**Run 1: metal 4**

The bar under the picture is 50 um long. Supply wires on this layer in grey.
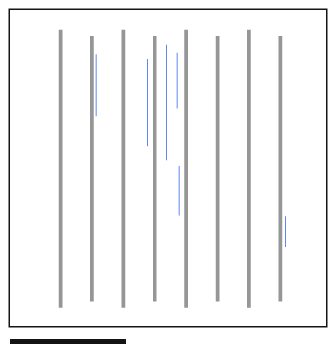
**Run 1: routing congestion map**

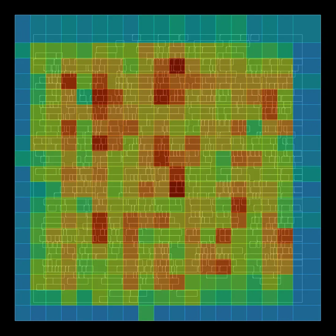
**Run 1: the metal 2 layer**

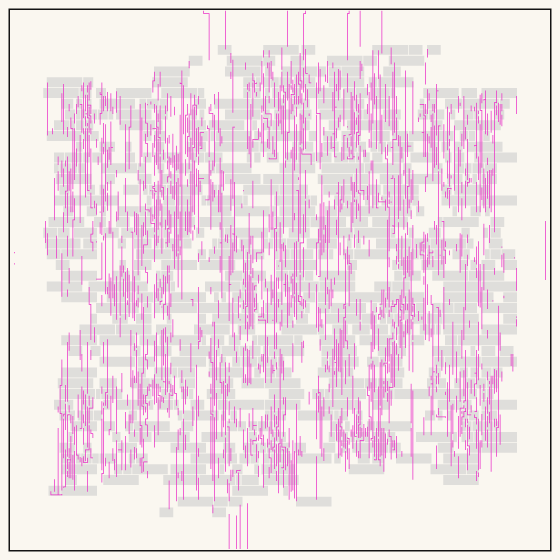
==> src/rtl/btn_pkg.sv <==
// Shared types and helpers for the button conditioner: channel state encoding
// and the ms-tick period derived from the clock frequency.
package btn_pkg;

  typedef enum logic [1:0] {IDLE, PRESSED, HELD} btn_state_e;

  function automatic int ms_to_cycles(input int clk_hz);
    return clk_hz / 1000;
  endfunction

endpackage

==> src/rtl/btn_channel.sv <==
// One button channel: 2-FF synchroniser, tick-based debouncer, press/hold/repeat
// state machine and registered event pulses. The ms tick comes from the top.
module btn_channel
  import btn_pkg::*;
#(
  parameter int DEBOUNCE_MS   = 20,
  parameter int LONG_PRESS_MS = 1000,
  parameter int REPEAT_MS     = 200,
  parameter int ACTIVE_LOW    = 0
) (
  input  logic clk,
  input  logic reset,
  input  logic tick,
  input  logic btn,
  output logic level,
  output logic rise,
  output logic fall,
  output logic long_pulse,
  output logic repeat_pulse,
  output logic rise_next
);

  localparam int DB_W   = $clog2(DEBOUNCE_MS + 1);
  localparam int HOLD_W = $clog2(LONG_PRESS_MS + 1);
  localparam int REP_W  = (REPEAT_MS > 0) ? $clog2(REPEAT_MS + 1) : 1;
  localparam int REP_TERM = (REPEAT_MS > 0) ? REPEAT_MS - 1 : 0;
  localparam logic POL = (ACTIVE_LOW != 0);

  localparam logic [DB_W-1:0]   DB_LAST   = DB_W'(DEBOUNCE_MS - 1);
  localparam logic [HOLD_W-1:0] HOLD_LAST = HOLD_W'(LONG_PRESS_MS - 1);
  localparam logic [REP_W-1:0]  REP_LAST  = REP_W'(REP_TERM);

  logic              sync1, sync2;
  logic              s;
  logic              accept;
  logic [DB_W-1:0]   db_cnt;
  logic [HOLD_W-1:0] hold_cnt;
  logic [REP_W-1:0]  rep_cnt;
  btn_state_e        state;

  // Reset the synchroniser to the released polarity so s starts at 0.
  always_ff @(posedge clk or posedge reset) begin
    if (reset) begin
      sync1 <= POL;
      sync2 <= POL;
    end else begin
      sync1 <= btn;
      sync2 <= sync1;
    end
  end

  assign s         = sync2 ^ POL;
  assign accept    = tick && (s != level) && (db_cnt == DB_LAST);
  assign rise_next = (state == IDLE) && accept;

  always_ff @(posedge clk or posedge reset) begin
    if (reset) begin
      db_cnt       <= '0;
      level        <= 1'b0;
      hold_cnt     <= '0;
      rep_cnt      <= '0;
      state        <= IDLE;
      rise         <= 1'b0;
      fall         <= 1'b0;
      long_pulse   <= 1'b0;
      repeat_pulse <= 1'b0;
    end else begin
      rise         <= 1'b0;
      fall         <= 1'b0;
      long_pulse   <= 1'b0;
      repeat_pulse <= 1'b0;

      if (s == level) begin
        db_cnt <= '0;
      end else if (accept) begin
        db_cnt <= '0;
        level  <= ~level;
      end else if (tick) begin
        db_cnt <= db_cnt + 1'b1;
      end

      // A debounced release takes priority over any hold/repeat tick.
      unique case (state)
        IDLE: begin
          if (accept) begin
            state    <= PRESSED;
            hold_cnt <= '0;
            rise     <= 1'b1;
          end
        end
        PRESSED: begin
          if (accept) begin
            state    <= IDLE;
            hold_cnt <= '0;
            rep_cnt  <= '0;
            fall     <= 1'b1;
          end else if (tick) begin
            if (hold_cnt == HOLD_LAST) begin
              state      <= HELD;
              hold_cnt   <= '0;
              rep_cnt    <= '0;
              long_pulse <= 1'b1;
            end else begin
              hold_cnt <= hold_cnt + 1'b1;
            end
          end
        end
        HELD: begin
          if (accept) begin
            state    <= IDLE;
            hold_cnt <= '0;
            rep_cnt  <= '0;
            fall     <= 1'b1;
          end else if (tick && (REPEAT_MS > 0)) begin
            if (rep_cnt == REP_LAST) begin
              rep_cnt      <= '0;
              repeat_pulse <= 1'b1;
            end else begin
              rep_cnt <= rep_cnt + 1'b1;
            end
          end
        end
        default: state <= IDLE;
      endcase
    end
  end

endmodule

==> src/rtl/button_conditioner.sv <==
// Multi-channel button front end: a shared ms-tick prescaler feeding N_CH
// independent conditioning channels, plus a registered OR of the press pulses.
module button_conditioner
  import btn_pkg::*;
#(
  parameter int N_CH          = 4,
  parameter int CLK_HZ        = 100_000_000,
  parameter int DEBOUNCE_MS   = 20,
  parameter int LONG_PRESS_MS = 1000,
  parameter int REPEAT_MS     = 200,
  parameter int ACTIVE_LOW    = 0
) (
  input  logic            clk,
  input  logic            reset,
  input  logic [N_CH-1:0] i_btn,
  output logic [N_CH-1:0] o_level,
  output logic [N_CH-1:0] o_rise,
  output logic [N_CH-1:0] o_fall,
  output logic [N_CH-1:0] o_long,
  output logic [N_CH-1:0] o_repeat,
  output logic            o_any
);

  localparam int TICK_CYC = ms_to_cycles(CLK_HZ);
  localparam int PW       = (TICK_CYC > 1) ? $clog2(TICK_CYC) : 1;
  localparam logic [PW-1:0] PRE_LAST = PW'(TICK_CYC - 1);

  logic [PW-1:0]   pre_cnt;
  logic            tick;
  logic [N_CH-1:0] rise_next;

  assign tick = (pre_cnt == PRE_LAST);

  always_ff @(posedge clk or posedge reset) begin
    if (reset) begin
      pre_cnt <= '0;
      o_any   <= 1'b0;
    end else begin
      pre_cnt <= tick ? '0 : pre_cnt + 1'b1;
      o_any   <= |rise_next;
    end
  end

  for (genvar gi = 0; gi < N_CH; gi++) begin : g_ch
    btn_channel #(
      .DEBOUNCE_MS  (DEBOUNCE_MS),
      .LONG_PRESS_MS(LONG_PRESS_MS),
      .REPEAT_MS    (REPEAT_MS),
      .ACTIVE_LOW   (ACTIVE_LOW)
    ) u_ch (
      .clk         (clk),
      .reset       (reset),
      .tick        (tick),
      .btn         (i_btn[gi]),
      .level       (o_level[gi]),
      .rise        (o_rise[gi]),
      .fall        (o_fall[gi]),
      .long_pulse  (o_long[gi]),
      .repeat_pulse(o_repeat[gi]),
      .rise_next   (rise_next[gi])
    );
  end

endmodule
==> config.mk <==
export PLATFORM = sky130hd
export DESIGN_NAME = button_conditioner
export DESIGN_NICKNAME = d
export VERILOG_FILES = /design/src/rtl/btn_pkg.sv /design/src/rtl/btn_channel.sv /design/src/rtl/button_conditioner.sv
export SDC_FILE = /design/constraint.sdc
export NUM_CORES = 1
export LEC_CHECK = 0
export ABC_AREA = 0
export CORE_MARGIN = 8
export CORE_UTILIZATION = 55
export CTS_BUF_LIST = sky130_fd_sc_hd__clkbuf_16
export DETAILED_ROUTE_END_ITERATION = 6
export PLACE_DENSITY_LB_ADDON = 0.3
export SETUP_SLACK_MARGIN = 0.02
export SLEW_MARGIN = 20
export SYNTH_ARGS = -nofsm -noshare
export SYNTH_HDL_FRONTEND = slang
export SYNTH_HIERARCHICAL = 1
export SYNTH_SLANG_ARGS = --single-unit
==> constraint.sdc <==
create_clock -name clk -period 3.6 [get_ports clk]
set_input_delay 0.9 -clock clk [delete_from_list [all_inputs] [get_ports clk]]
set_output_delay 0.9 -clock clk [all_outputs]
set_load 0.01 [all_outputs]
==> run summary, run 1 <==
yosys + openroad results -> Final ANT Viol Nets=0, grt ovf=0, n_diodes=0, cell leakage power=3.91 nW, largest area contributor in the netlist=dfrtp_1, Die Size=0.0187 mm2, post-DP HPWL=10800 um, setup TNS=0 ns, WHS Endpoint=g_ch[2].u_ch/s$_DFF_PP0_, Final Hold Viols=0, first-pass GRT wire length=27500 um, Root Buffer=clkbuf_16, Worst Skew=0.00987 ns, Final WS setup=0.623 ns, worst hold start=g_ch[2].u_ch/sync1$_DFF_PP0_, Max-area cell share=0.457, r2r startpoint=pre_cnt[0]$_DFF_PP0_, DR pass1 iterations=5, CTS tree=done, ys cells=773, setup slack, reg-to-reg=0.62 ns, Startpoint Class=flop, worst-skew pair later-pin latency=0.42 ns, Chip Area, Yosys=0.00800 mm2, Worst Path Max Fanout=33, routed vias/inst=5.99, dominant logic cell types in the final layout=dfrtp_1 (146), nand2_1 (61), nor2_1 (58), yosys aoi share=0.144, cts hold-fix bufs=0, Clock Pin Slew Worst Setup and Hold Paths=0.06 ns, slowest CP cell=and4_2, crit path capture=g_ch[2].u_ch/hold_cnt[5]$_DFFE_PP0P_, status=complete, no violations, worst-margin pin slew=0.670 ns, Bufs on Longest Clock Path=2, largest net degree at the start of global routing=34, Die Height=137 um, Most used DFF post-synth=dfrtp_1
Back to the opening pictures, 'metal 4':
main direction = vertical
share of all routed wire = 1.1%
wire length on this layer = 171 um
nets with wire on the layer = 4
longest straight run = 49.6 um
DRT Wirelength: 15700 um
routed via count: 5981

Back to the opening pictures, 'routing congestion map':
met1 usage: 0.230
busiest grt layer: met2
DR WL/cell: 15.8 um
final core utilization: 0.625

Back to the opening pictures, 'the metal 2 layer':
nets with wire on the layer = 721
wire length on this layer = 7600 um
share of all routed wire = 48%
met2 Usage GRT: 0.292

run 1: layout make-up:
cell class              instances  area (um2)  share of cell area
inverters                      27         101              0.0113
clock inverters                15         129              0.0143
repair buffers                 31         310              0.0345
flip-flops and latches        146        3650               0.407
clock buffers                  17         425              0.0473
well taps                     184         230              0.0256
multi-input cells             579        4140               0.460
run 1: power by group:
part / leakage, nW / total [mW] / switching [mW] / internal, mW
Clock: 0.277 / 1.65 / 0.655 / 0.999
Combinational: 1.63 / 0.0518 / 0.0403 / 0.0115
Sequential: 2.01 / 1.65 / 0.00353 / 1.65
Total: 3.91 / 3.36 / 0.699 / 2.66
run 1: routing by layer:
layer  part of all wire  global-route usage  wire, um
met1               0.47               0.230      7390
met3              0.037              0.0470       586
met4              0.011              0.0506       171
met2               0.48               0.292      7600
met5                  0                   0         0
==> run 2: changes to the inputs <==
==> constraint.sdc (replaced) <==
create_clock -name clk -period 2.95 [get_ports clk]
set_input_delay 0.7375 -clock clk [delete_from_list [all_inputs] [get_ports clk]]
set_output_delay 0.7375 -clock clk [all_outputs]
set_load 0.01 [all_outputs]
==> run summary, run 2 <==
yosys + openroad results -> status=complete, no violations (unchanged), Mapped Area=0.00800 mm2 (unchanged), final instance area=0.00909 mm2 (was 0.00899 mm2), crit path capture=g_ch[2].u_ch/rep_cnt[3]$_DFFE_PP0P_ (was g_ch[2].u_ch/hold_cnt[5]$_DFFE_PP0P_), Die Size=0.0187 mm2 (unchanged), Mean Syn Cell Area=10.3 um2 (unchanged), I/O Pins=27 (unchanged), setup slack, reg-to-reg=0.30 ns (was 0.62 ns), setup TNS=0 ns (unchanged), ys async rst share=1.00 (unchanged), n_diodes=0 (unchanged), number of remaining DRC errors=0 (unchanged), final core utilization=0.633 (was 0.625), Die Height=137 um (unchanged), dominant logic cell types in the final layout=dfrtp_1 (146), nand2_1 (61), nor2_1 (58) (unchanged), Hold WC Path Type=reg -> reg (unchanged), Setup WS pre-CTS=0.306 ns (was 0.679 ns), Area after DPL=0.00849 mm2 (was 0.00843 mm2), Post-synth EDFFs=0 (unchanged), DR WL/cell=16.1 um (was 15.8 um), Bufs on Longest Clock Path=2 (unchanged), Final ANT Viol Nets=0 (unchanged), routed vias/inst=6.02 (was 5.99), max-slew violations=0 (unchanged), WL met3=505 um (was 586 um), Most flops, register=g_ch.u_ch/hold_cnt (unchanged), initial core utilization=0.556 (unchanged), most frequent logic cell in the layout=dfrtp_1 (unchanged), vias in the first global route=6047 (was 5947), Top Metal Used=met4 (unchanged), Setup Buffers After CTS=0 (unchanged), RSZ-0062 raised after global routing=false (unchanged), Core Rows=44 (unchanged), busiest grt layer=met2 (unchanged), Startpoint Class=flop (unchanged), CP Cell Sequence=ha_1, nand3_1, nor2_1, and4_2, buf_12, o221ai_2, or4_1, o211ai_1 (was ha_1, nand3_1, nor2_1, and4_2, buf_12, nor2_1, nor3_2, o21ai_0, a22o_1), grt ovf=0 (unchanged), Max Fclk=0.377 GHz (was 0.336 GHz), number of nets in the layout=849 (was 841), Synth area leaders=dfrtp_1 (46%), ha_1 (5.2%), a22o_1 (3.9%) (unchanged), Cell Type Count=53 (unchanged), period utilization=0.899 (was 0.827), met2 WL post-DR=7950 um (was 7600 um), CP max stage delay=0.54 ns (was 0.62 ns), Yosys Warn Count=6 (unchanged), cell leakage power=3.97 nW (was 3.91 nW), Top delay family on crit path=simple AND/OR/NAND/NOR gates (unchanged), Max-area cell share=0.457 (unchanged), H-Tree Depth=4 (unchanged), ys cells=773 (unchanged), CTS tree=done (unchanged), Most used DFF post-synth=dfrtp_1 (unchanged), r2r startpoint=pre_cnt[0]$_DFF_PP0_ (unchanged), Final WS setup=0.299 ns (was 0.623 ns), Chip Area, Yosys=0.00800 mm2 (unchanged), slowest CP cell=or4_1 (was and4_2), first-pass GRT wire length=28100 um (was 27500 um), Worst EP required=3.27 ns (was 3.90 ns), Worst Skew=0.00906 ns (was 0.00987 ns), DRT met1 WL=7510 um (was 7390 um), Worst Path Max Fanout=34 (was 33), DR pass1 iterations=5 (unchanged), Root Buffer=clkbuf_16 (unchanged), largest net degree at the start of global routing=35 (was 34), Hold Slack=0.353 ns (was 0.352 ns), met2 Usage GRT=0.303 (was 0.292), WHS Endpoint=g_ch[3].u_ch/s$_DFF_PP0_ (was g_ch[2].u_ch/s$_DFF_PP0_), largest area contributor in the netlist=dfrtp_1 (unchanged), top flop regs=g_ch.u_ch/hold_cnt: 40 flops, g_ch.u_ch/rep_cnt: 32 flops, g_ch.u_ch/db_cnt: 20 flops (unchanged), Synth top cells by count=dfrtp_1 (146), nand2_1 (61), nor2_1 (58) (unchanged), post-DP HPWL=11100 um (was 10800 um), worst-skew pair later-pin latency=0.42 ns (about the same), Die W=137 um (unchanged), Worst Setup SP=pre_cnt[0]$_DFF_PP0_ (unchanged), initial antenna violation count=0 (unchanged), Clock Pin Slew Worst Setup and Hold Paths=0.06 ns (about the same), CTS Sinks=146 (unchanged), Crit path depth=8 (was 9), Placed Cells=975 (was 967), Final Hold Viols=0 (unchanged), cells on worst reg2reg path=8 (was 9), worst-margin pin slew=0.642 ns (was 0.670 ns), Slew headroom=0.571 (was 0.551), layout cells sized above 1=0.122 (was 0.114), cts hold-fix bufs=0 (unchanged), worst hold start=g_ch[3].u_ch/sync1$_DFF_PP0_ (was g_ch[2].u_ch/sync1$_DFF_PP0_)
[run 2: cell counts after synthesis]
No cell type changed its count.
[run 2: layout make-up]
cell class,instances,area [um2]
clock buffer,17,425
clock inverter,14,173
fill,1087,5280
inverter,27,101
multi-input combinational,579,4140
sequential,146,3650
tap,184,230
timing repair buffer,39,370
[run 2: kinds of logic after synthesis]
group | after synthesis | share of synthesized area
buffers and inverters | 48 | 0.0258
AND-OR/OR-AND | 160 | 0.144
multiplexers | 16 | 0.0238
XOR/XNOR | 31 | 0.0377
adder cells (fa/ha/maj) | 33 | 0.0516
AND/OR/NAND/NOR | 339 | 0.260
flip-flops | 146 | 0.457
[run 2: power breakdown]
group	internal, mW	total, mW	switching (mW)
logic	0.0140	0.0635	0.0494
clock network	1.39	2.19	0.803
registers	2.01	2.01	0.00428
total	3.41	4.27	0.857
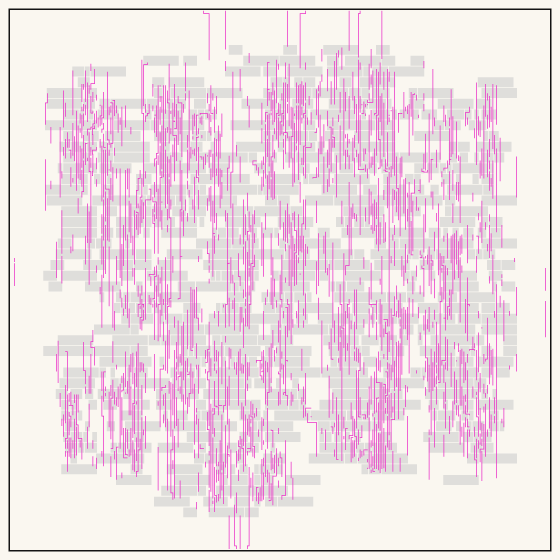
**Above:** run 2 (the metal 2 layer).
longest straight run = 49.0 um
share of all routed wire = 49%
main direction = vertical

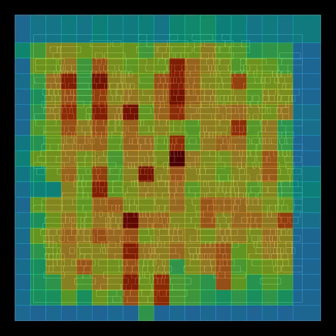
**Above:** run 2 (routing congestion map).
met1 usage: 0.233
Tot GR Track Use: 0.184
grt met3 use: 0.0455

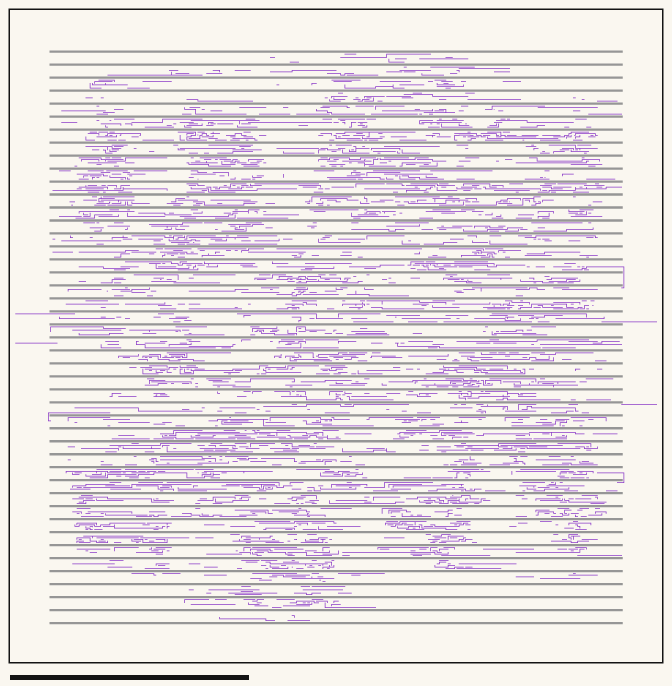
**Above:** run 2 (met1 routing).
The bar under the picture is 50 um long. Supply wires on this layer in grey.
longest straight run = 30.4 um
main direction = horizontal
nets with wire on the layer = 791
wire length on this layer = 7510 um
share of all routed wire = 46%
DRT Wirelength: 16200 um
routed via count: 6058

==> run 3: changes to the inputs <==
--- a/config.mk
+++ b/config.mk
@@ -10,8 +10,9 @@
 export CORE_UTILIZATION = 55
 export CTS_BUF_LIST = sky130_fd_sc_hd__clkbuf_16
 export DETAILED_ROUTE_END_ITERATION = 6
-export PLACE_DENSITY_LB_ADDON = 0.3
+export PLACE_DENSITY_LB_ADDON = 0.1
 export SETUP_SLACK_MARGIN = 0.02
+export SKIP_LAST_GASP = 1
 export SLEW_MARGIN = 20
 export SYNTH_ARGS = -nofsm -noshare
 export SYNTH_HDL_FRONTEND = slang
==> run summary, run 3 <==
yosys + openroad results -> Final Hold Viols=0 (unchanged), P_sw=0.893 mW (was 0.857 mW), Pwr top=the clock network (unchanged), Worst Path Max Fanout=33 (was 34), Max Fclk=0.374 GHz (was 0.377 GHz), Synth top cells by count=dfrtp_1 (146), nand2_1 (61), nor2_1 (58) (unchanged), Slew headroom=0.555 (was 0.571), max-slew violations=0 (unchanged), n_diodes=0 (unchanged), CP Cell Sequence=ha_1, nand3_1, nor2_1, and4_2, buf_12, nand3_2, nand3b_2, o21ai_0, a22o_1 (was ha_1, nand3_1, nor2_1, and4_2, buf_12, o221ai_2, or4_1, o211ai_1), top flop regs=g_ch.u_ch/hold_cnt: 40 flops, g_ch.u_ch/rep_cnt: 32 flops, g_ch.u_ch/db_cnt: 20 flops (unchanged), number of remaining DRC errors=0 (unchanged), Die Size=0.0187 mm2 (unchanged), final instance area=0.00920 mm2 (was 0.00909 mm2), Sw Share=0.191 (was 0.201), Area after DPL=0.00849 mm2 (unchanged), post-DP HPWL=11100 um (about the same), Cell Type Count=53 (unchanged), vias in the first global route=5897 (was 6047), r2r startpoint=pre_cnt[0]$_DFF_PP0_ (unchanged), Crit path depth=9 (was 8), WHS Endpoint=g_ch[1].u_ch/s$_DFF_PP0_ (was g_ch[3].u_ch/s$_DFF_PP0_), Top delay family on crit path=simple AND/OR/NAND/NOR gates (unchanged), DR WL/cell=16.1 um (about the same), Tot GR Track Use=0.182 (was 0.184), largest net degree at the start of global routing=34 (was 35), first-pass GRT wire length=28000 um (was 28100 um), Bufs on Longest Clock Path=2 (unchanged), cts hold-fix bufs=0 (unchanged), Hold Slack=0.359 ns (was 0.353 ns), cell leakage power=4.02 nW (was 3.97 nW), Pint=3.78 mW (was 3.41 mW), CTS tree=done (unchanged), Most flops, register=g_ch.u_ch/hold_cnt (unchanged), RSZ-0062 raised after global routing=false (unchanged), Clock Pin Slew Worst Setup and Hold Paths=0.06 ns (about the same), setup TNS=0 ns (unchanged), Synth area leaders=dfrtp_1 (46%), ha_1 (5.2%), a22o_1 (3.9%) (unchanged), cells on worst reg2reg path=9 (was 8), worst-skew pair later-pin latency=0.42 ns (about the same), most frequent logic cell in the layout=dfrtp_1 (unchanged), Startpoint Class=flop (unchanged), initial antenna violation count=0 (unchanged), worst hold start=g_ch[1].u_ch/sync1$_DFF_PP0_ (was g_ch[3].u_ch/sync1$_DFF_PP0_), Mean Syn Cell Area=10.3 um2 (unchanged), Worst Setup SP=pre_cnt[0]$_DFF_PP0_ (unchanged), slowest CP cell=and4_2 (was or4_1), Final ANT Viol Nets=0 (unchanged), DR pass1 iterations=5 (unchanged), status=complete, no violations (unchanged), ys cells=773 (unchanged), I/O Pins=27 (unchanged), largest area contributor in the netlist=dfrtp_1 (unchanged), number of nets in the layout=849 (unchanged), Seq group=2.01 mW (about the same), period utilization=0.906 (was 0.899), combinational gate power=0.0631 mW (was 0.0635 mW), grt ovf=0 (unchanged), Mapped Area=0.00800 mm2 (unchanged)
==> run 3: kinds of logic after synthesis <==
group,count (synthesis),share of synthesized area
xor gates and xnor gates,31,0.0377
muxes,16,0.0238
AOI/OAI and AO/OA,160,0.144
adders and majority gates,33,0.0516
DFF,146,0.457
and+or+nand+nor,339,0.260
buffers and inverters,48,0.0258
==> run 3: layout make-up <==
type / count / area, um2
inverter: 27 / 101
fill: 1123 / 5160
sequential: 146 / 3650
tap: 184 / 230
clock inverter: 15 / 287
clock buffer: 17 / 425
multi-input combinational: 579 / 4140
timing repair buffer: 39 / 370
==> run 3: routing by layer <==
layer	up-vias	track usage	part of all wire
met4	0	0.0531	0.010
met3	21	0.0356	0.036
met2	113	0.303	0.49
met1	2972	0.236	0.46
met5	-	0	0
li1	2925	-	-
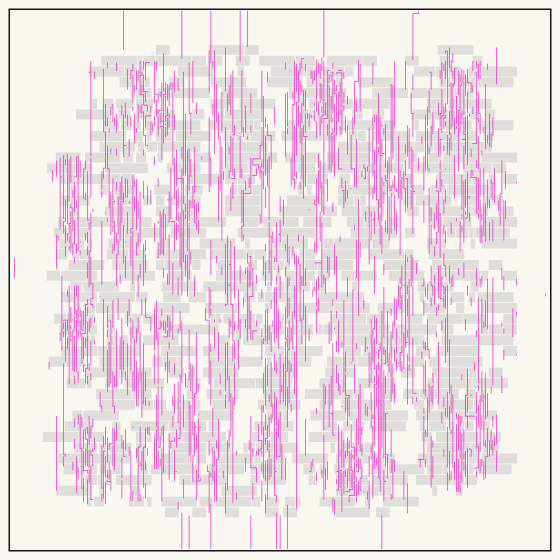
**Above:** run 3 (the metal 2 layer).
main direction = vertical
wire length on this layer = 7970 um
share of all routed wire = 49%
nets with wire on the layer = 711
longest straight run = 64.3 um
routed via count: 6031
DRT Wirelength: 16200 um
met2 Usage GRT: 0.303

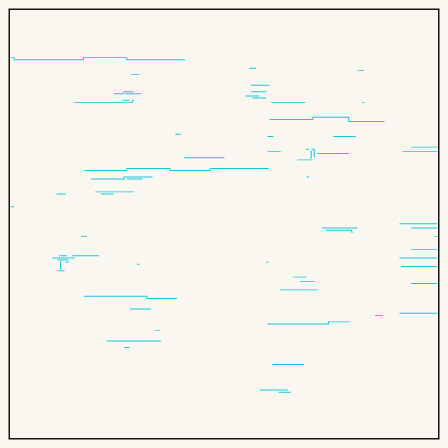
**Above:** run 3 (the metal 3 layer).
nets with wire on the layer = 54
share of all routed wire = 3.6%

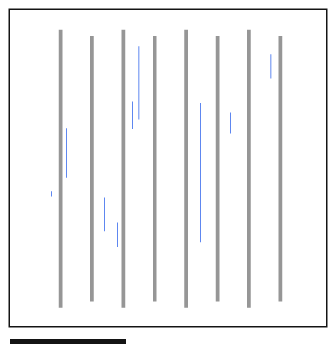
**Above:** run 3 (metal 4).
The bar under the picture is 50 um long. Supply wires on this layer in grey.
wire length on this layer = 169 um
longest straight run = 59.8 um
main direction = vertical
share of all routed wire = 1.1%
nets with wire on the layer = 6

Power figures rest on the tool's default switching activity, not on a simulated workload.
